[src/rtl/dmux_pkg.sv]
// Shared types and constants for the demux lane scheduler.
package dmux_pkg;

    // Scheduler FSM: waiting for a word, or holding one for its lane.
    typedef enum logic {
        IDLE = 1'b0,
        HOLD = 1'b1
    } state_t;

    // Lane-selection modes as sampled from in_mode.
    localparam logic MODE_RR   = 1'b0;
    localparam logic MODE_EXPL = 1'b1;

    // Default geometry: 8 lanes, 3-bit select.
    localparam int N_OUT_DEF = 8;
    localparam int SEL_W_DEF = 3;

endpackage

[src/rtl/dmux_rr_ptr.sv]
// Round-robin lane pointer: advances by one lane per enable, wrapping N_OUT-1 -> 0.
module dmux_rr_ptr
    import dmux_pkg::*;
#(
    parameter int N_OUT = N_OUT_DEF,
    parameter int SEL_W = SEL_W_DEF
) (
    input  logic             clk,
    input  logic             rst,
    input  logic             advance,
    output logic [SEL_W-1:0] ptr
);

    localparam logic [SEL_W-1:0] LAST_LANE = SEL_W'(N_OUT - 1);

    logic [SEL_W-1:0] ptr_q;
    logic [SEL_W-1:0] ptr_d;

    // Next pointer: step on advance, explicit wrap at the last lane.
    always_comb begin
        ptr_d = ptr_q;
        if (advance) begin
            ptr_d = (ptr_q == LAST_LANE) ? '0 : ptr_q + 1'b1;
        end
    end

    // Pointer register, cleared by reset.
    always_ff @(posedge clk or posedge rst) begin
        if (rst) begin
            ptr_q <= '0;
        end else begin
            ptr_q <= ptr_d;
        end
    end

    assign ptr = ptr_q;

endmodule

[src/rtl/dmux_lane_scheduler.sv]
// Demux lane scheduler: takes one word at a time from a single producer, chooses
// a destination lane (round-robin or explicit), drives the demux select and holds
// the word until that lane accepts it.
// Optional feature macro DMUX_TIMEOUT_EN: when defined, a held word that its lane
// does not accept within TMO_CYC cycles is discarded with a one-cycle drop pulse.
// When undefined, drop is tied low and a held word waits indefinitely.
module dmux_lane_scheduler
    import dmux_pkg::*;
#(
    parameter int N_OUT   = N_OUT_DEF,
    parameter int SEL_W   = SEL_W_DEF,
    parameter int DATA_W  = 1,
    parameter int TMO_CYC = 16
) (
    input  logic              clk,
    input  logic              rst,
    input  logic              in_valid,
    output logic              in_ready,
    input  logic [DATA_W-1:0] in_data,
    input  logic              in_mode,
    input  logic [SEL_W-1:0]  in_dest,
    output logic [SEL_W-1:0]  sel,
    output logic [DATA_W-1:0] out_data,
    output logic [N_OUT-1:0]  out_valid,
    input  logic [N_OUT-1:0]  out_ready,
    output logic              drop
);

    // One-hot decode of a lane number.
    function automatic logic [N_OUT-1:0] lane_onehot(input logic [SEL_W-1:0] lane);
        logic [N_OUT-1:0] oh;
        oh       = '0;
        oh[lane] = 1'b1;
        return oh;
    endfunction

    state_t            state_q,    state_d;
    logic [SEL_W-1:0]  sel_q,      sel_d;
    logic [DATA_W-1:0] data_q,     data_d;
    logic              mode_q,     mode_d;
    logic [N_OUT-1:0]  valid_q,    valid_d;
    logic              in_ready_q, in_ready_d;

    logic [SEL_W-1:0]  rr_ptr;
    logic              rr_adv;
    logic              accept;
    logic [SEL_W-1:0]  lane;

`ifdef DMUX_TIMEOUT_EN
    localparam int TMO_W = $clog2(TMO_CYC + 1);
    localparam logic [TMO_W-1:0] TMO_LAST = TMO_W'(TMO_CYC - 1);

    logic [TMO_W-1:0]  tmo_cnt_q, tmo_cnt_d;
    logic              drop_q,    drop_d;
`else
    logic              unused_tmo;
    assign unused_tmo = ^TMO_CYC;
`endif

    // Only the selected lane's ready matters; the rest are ignored.
    assign accept = out_ready[sel_q];
    assign lane   = (in_mode == MODE_EXPL) ? in_dest : rr_ptr;

    // Next-state logic: accept in IDLE, complete (or time out) in HOLD.
    always_comb begin
        state_d    = state_q;
        sel_d      = sel_q;
        data_d     = data_q;
        mode_d     = mode_q;
        valid_d    = valid_q;
        in_ready_d = in_ready_q;
        rr_adv     = 1'b0;
`ifdef DMUX_TIMEOUT_EN
        tmo_cnt_d  = tmo_cnt_q;
        drop_d     = 1'b0;
`endif
        case (state_q)
            IDLE: begin
                if (in_valid) begin
                    data_d     = in_data;
                    mode_d     = in_mode;
                    sel_d      = lane;
                    valid_d    = lane_onehot(lane);
                    in_ready_d = 1'b0;
                    state_d    = HOLD;
`ifdef DMUX_TIMEOUT_EN
                    tmo_cnt_d  = '0;
`endif
                end
            end
            HOLD: begin
                if (accept) begin
                    valid_d    = '0;
                    in_ready_d = 1'b1;
                    state_d    = IDLE;
                    rr_adv     = (mode_q == MODE_RR);
`ifdef DMUX_TIMEOUT_EN
                end else if (tmo_cnt_q == TMO_LAST) begin
                    // Discarded words still consume their round-robin slot.
                    valid_d    = '0;
                    in_ready_d = 1'b1;
                    state_d    = IDLE;
                    drop_d     = 1'b1;
                    rr_adv     = (mode_q == MODE_RR);
                end else begin
                    tmo_cnt_d  = tmo_cnt_q + 1'b1;
`endif
                end
            end
            default: begin
                state_d    = IDLE;
                valid_d    = '0;
                in_ready_d = 1'b1;
            end
        endcase
    end

    // State, payload and registered outputs; reset discards any held word.
    always_ff @(posedge clk or posedge rst) begin
        if (rst) begin
            state_q    <= IDLE;
            sel_q      <= '0;
            data_q     <= '0;
            mode_q     <= MODE_RR;
            valid_q    <= '0;
            in_ready_q <= 1'b1;
`ifdef DMUX_TIMEOUT_EN
            tmo_cnt_q  <= '0;
            drop_q     <= 1'b0;
`endif
        end else begin
            state_q    <= state_d;
            sel_q      <= sel_d;
            data_q     <= data_d;
            mode_q     <= mode_d;
            valid_q    <= valid_d;
            in_ready_q <= in_ready_d;
`ifdef DMUX_TIMEOUT_EN
            tmo_cnt_q  <= tmo_cnt_d;
            drop_q     <= drop_d;
`endif
        end
    end

    dmux_rr_ptr #(
        .N_OUT (N_OUT),
        .SEL_W (SEL_W)
    ) u_rr_ptr (
        .clk     (clk),
        .rst     (rst),
        .advance (rr_adv),
        .ptr     (rr_ptr)
    );

    assign in_ready  = in_ready_q;
    assign sel       = sel_q;
    assign out_data  = data_q;
    assign out_valid = valid_q;
`ifdef DMUX_TIMEOUT_EN
    assign drop      = drop_q;
`else
    assign drop      = 1'b0;
`endif

endmodule
[config.mk]
export PLATFORM = sky130hd
export DESIGN_NAME = dmux_lane_scheduler
export DESIGN_NICKNAME = d
export VERILOG_FILES = /design/src/rtl/dmux_pkg.sv /design/src/rtl/dmux_rr_ptr.sv /design/src/rtl/dmux_lane_scheduler.sv
export SDC_FILE = /design/constraint.sdc
export NUM_CORES = 1
export LEC_CHECK = 0
export CAP_MARGIN = 10
export CORE_UTILIZATION = 42
export DETAILED_ROUTE_END_ITERATION = 7
export GPL_TIMING_DRIVEN = 0
export PLACE_DENSITY = 0.72
export SYNTH_ARGS = -nofsm -noshare
export SYNTH_HDL_FRONTEND = slang
export SYNTH_HIERARCHICAL = 1
export SYNTH_SLANG_ARGS = --single-unit
[constraint.sdc]
create_clock -name clk -period 2 [get_ports clk]
set_clock_uncertainty 0.1 [all_clocks]
set_input_delay 0.4 -clock clk [delete_from_list [all_inputs] [get_ports clk]]
set_output_delay 0.4 -clock clk [all_outputs]
set_load 0.01 [all_outputs]
Figure 1. PDN straps and rails.
The bar under the picture is 20 um long. Pins as bars on the die edge.
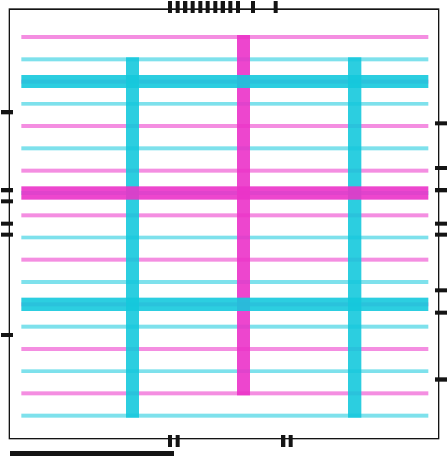
Key: cyan = VSS; magenta = VDD
3 straps on met5. 18 met1 rails follow the rows. The core has 17 rows.
vertical die size: 52.3 um
horizontal die dimension: 52.3 um
Peak supply drop: 0.736 mV

Figure 2. Placement by cell class.
The bar under the picture is 20 um long.
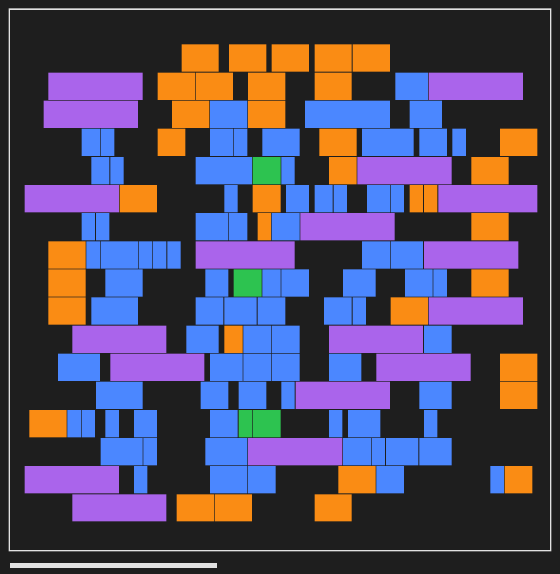
Key: blue = combinational and other logic [cells 81]; green = clock drivers and dummy loads [cells 4]; orange = remaining buffers and delay cells [cells 36]; purple = sequential cells [cells 18]

==> results.md <==
| Quantity | Value |
| --- | --- |
| Result of the run | finished, final reports clean |
| Via count of the first global-routing pass | 915 |
| Post-synthesis cell type count | 28 |
| Number of synthesis warnings | 6 |
| Pin count of the biggest net entering global routing | 16 |
| Setup Crit Path Kind | in -> reg |
| Insertion delay to the later sink of the worst-skew pair | 0.30 ns |
| Gp weighted congestion | 0.740 |
| Aggregate negative setup slack | 0 ns |
| Total die size | 2730 um2 |
| Flop pwr share | 37.7% |
| Routed vias | 948 |
| Total of flip-flops plus latches after synthesis | 18 |
| Initial core utilization | 46.2% |
| Post-synth design cell area | 1060 um2 |
| Register-to-Register Setup Slack | 0.13 ns |
| PnR Total Power | 1.82 mW |
| Global route overflow | 0 |
| Count of non-filler cells in the finished layout | 167 |
| Antenna violations before repair | 0 |
| Detailed Route Iter0 Violations | 23 |
| Number of setup buffers added after CTS | 0 |
| Final-report setup violation count | 0 |
| Count of nets after finishing | 158 |
## Yosys cell counts, types with 2 or more instances
cell / number / area [um2]
buf_4: 2 / 15.0
dfrtp_1: 17 / 425
nand4b_1: 8 / 70.1
o211ai_1: 16 / 120
clkbuf_1: 3 / 11.3
ha_1: 2 / 25.0
nor2b_1: 2 / 12.5
a21oi_1: 2 / 10.0
mux2i_1: 5 / 50.1
nor2_1: 4 / 15.0
o21ai_0: 2 / 10.0
and3b_1: 4 / 35.0
nand2_1: 17 / 63.8
inv_1: 4 / 15.0
mux2_2: 3 / 33.8
nor3b_1: 3 / 22.5
## area by class of cell
type,instances,area (um2)
well taps,28,35.0
plain buffers,7,38.8
clock buffers,4,26.3
inverters,4,15.0
repair buffers,29,288
flip-flops and latches,18,453
fillers,216,886
multi-input cells,77,556
## placed cells by master (no fill, tap or decap), types with 3 or more instances in the layout
cell type         n
and3b_1           4
buf_4             3
clkbuf_1          4
clkbuf_4          4
clkdlybuf4s50_1  28
dfrtp_1          16
inv_1             4
mux2_2            3
mux2i_1           5
nand2_1          17
nand4b_1          8
nor2_1            4
nor3b_1           3
o211ai_1         16
## metal layers
metal | GRT usage, % | vias to the layer above | wire length, um
met2 | 36.5 | 22 | 1240
met4 | 7.89 | 0 | 25
li1 | - | 456 | -
met5 | 0 | - | 0
met3 | 3.48 | 4 | 95
met1 | 24.4 | 466 | 1050
## cell families (layout without fill, tap and decap cells)
family	after synthesis	after routing	share of synthesized area, %
AND-OR/OR-AND	23	23	16.0
adder cells (fa/ha/maj)	2	2	2.36
buffers and inverters	11	44	5.07
flip-flops	18	18	42.6
multiplexers	9	9	10.0
other	1	1	0.353
AND/OR/NAND/NOR	42	42	23.6
No activity file was given, so power comes from the tool's default toggle rates.
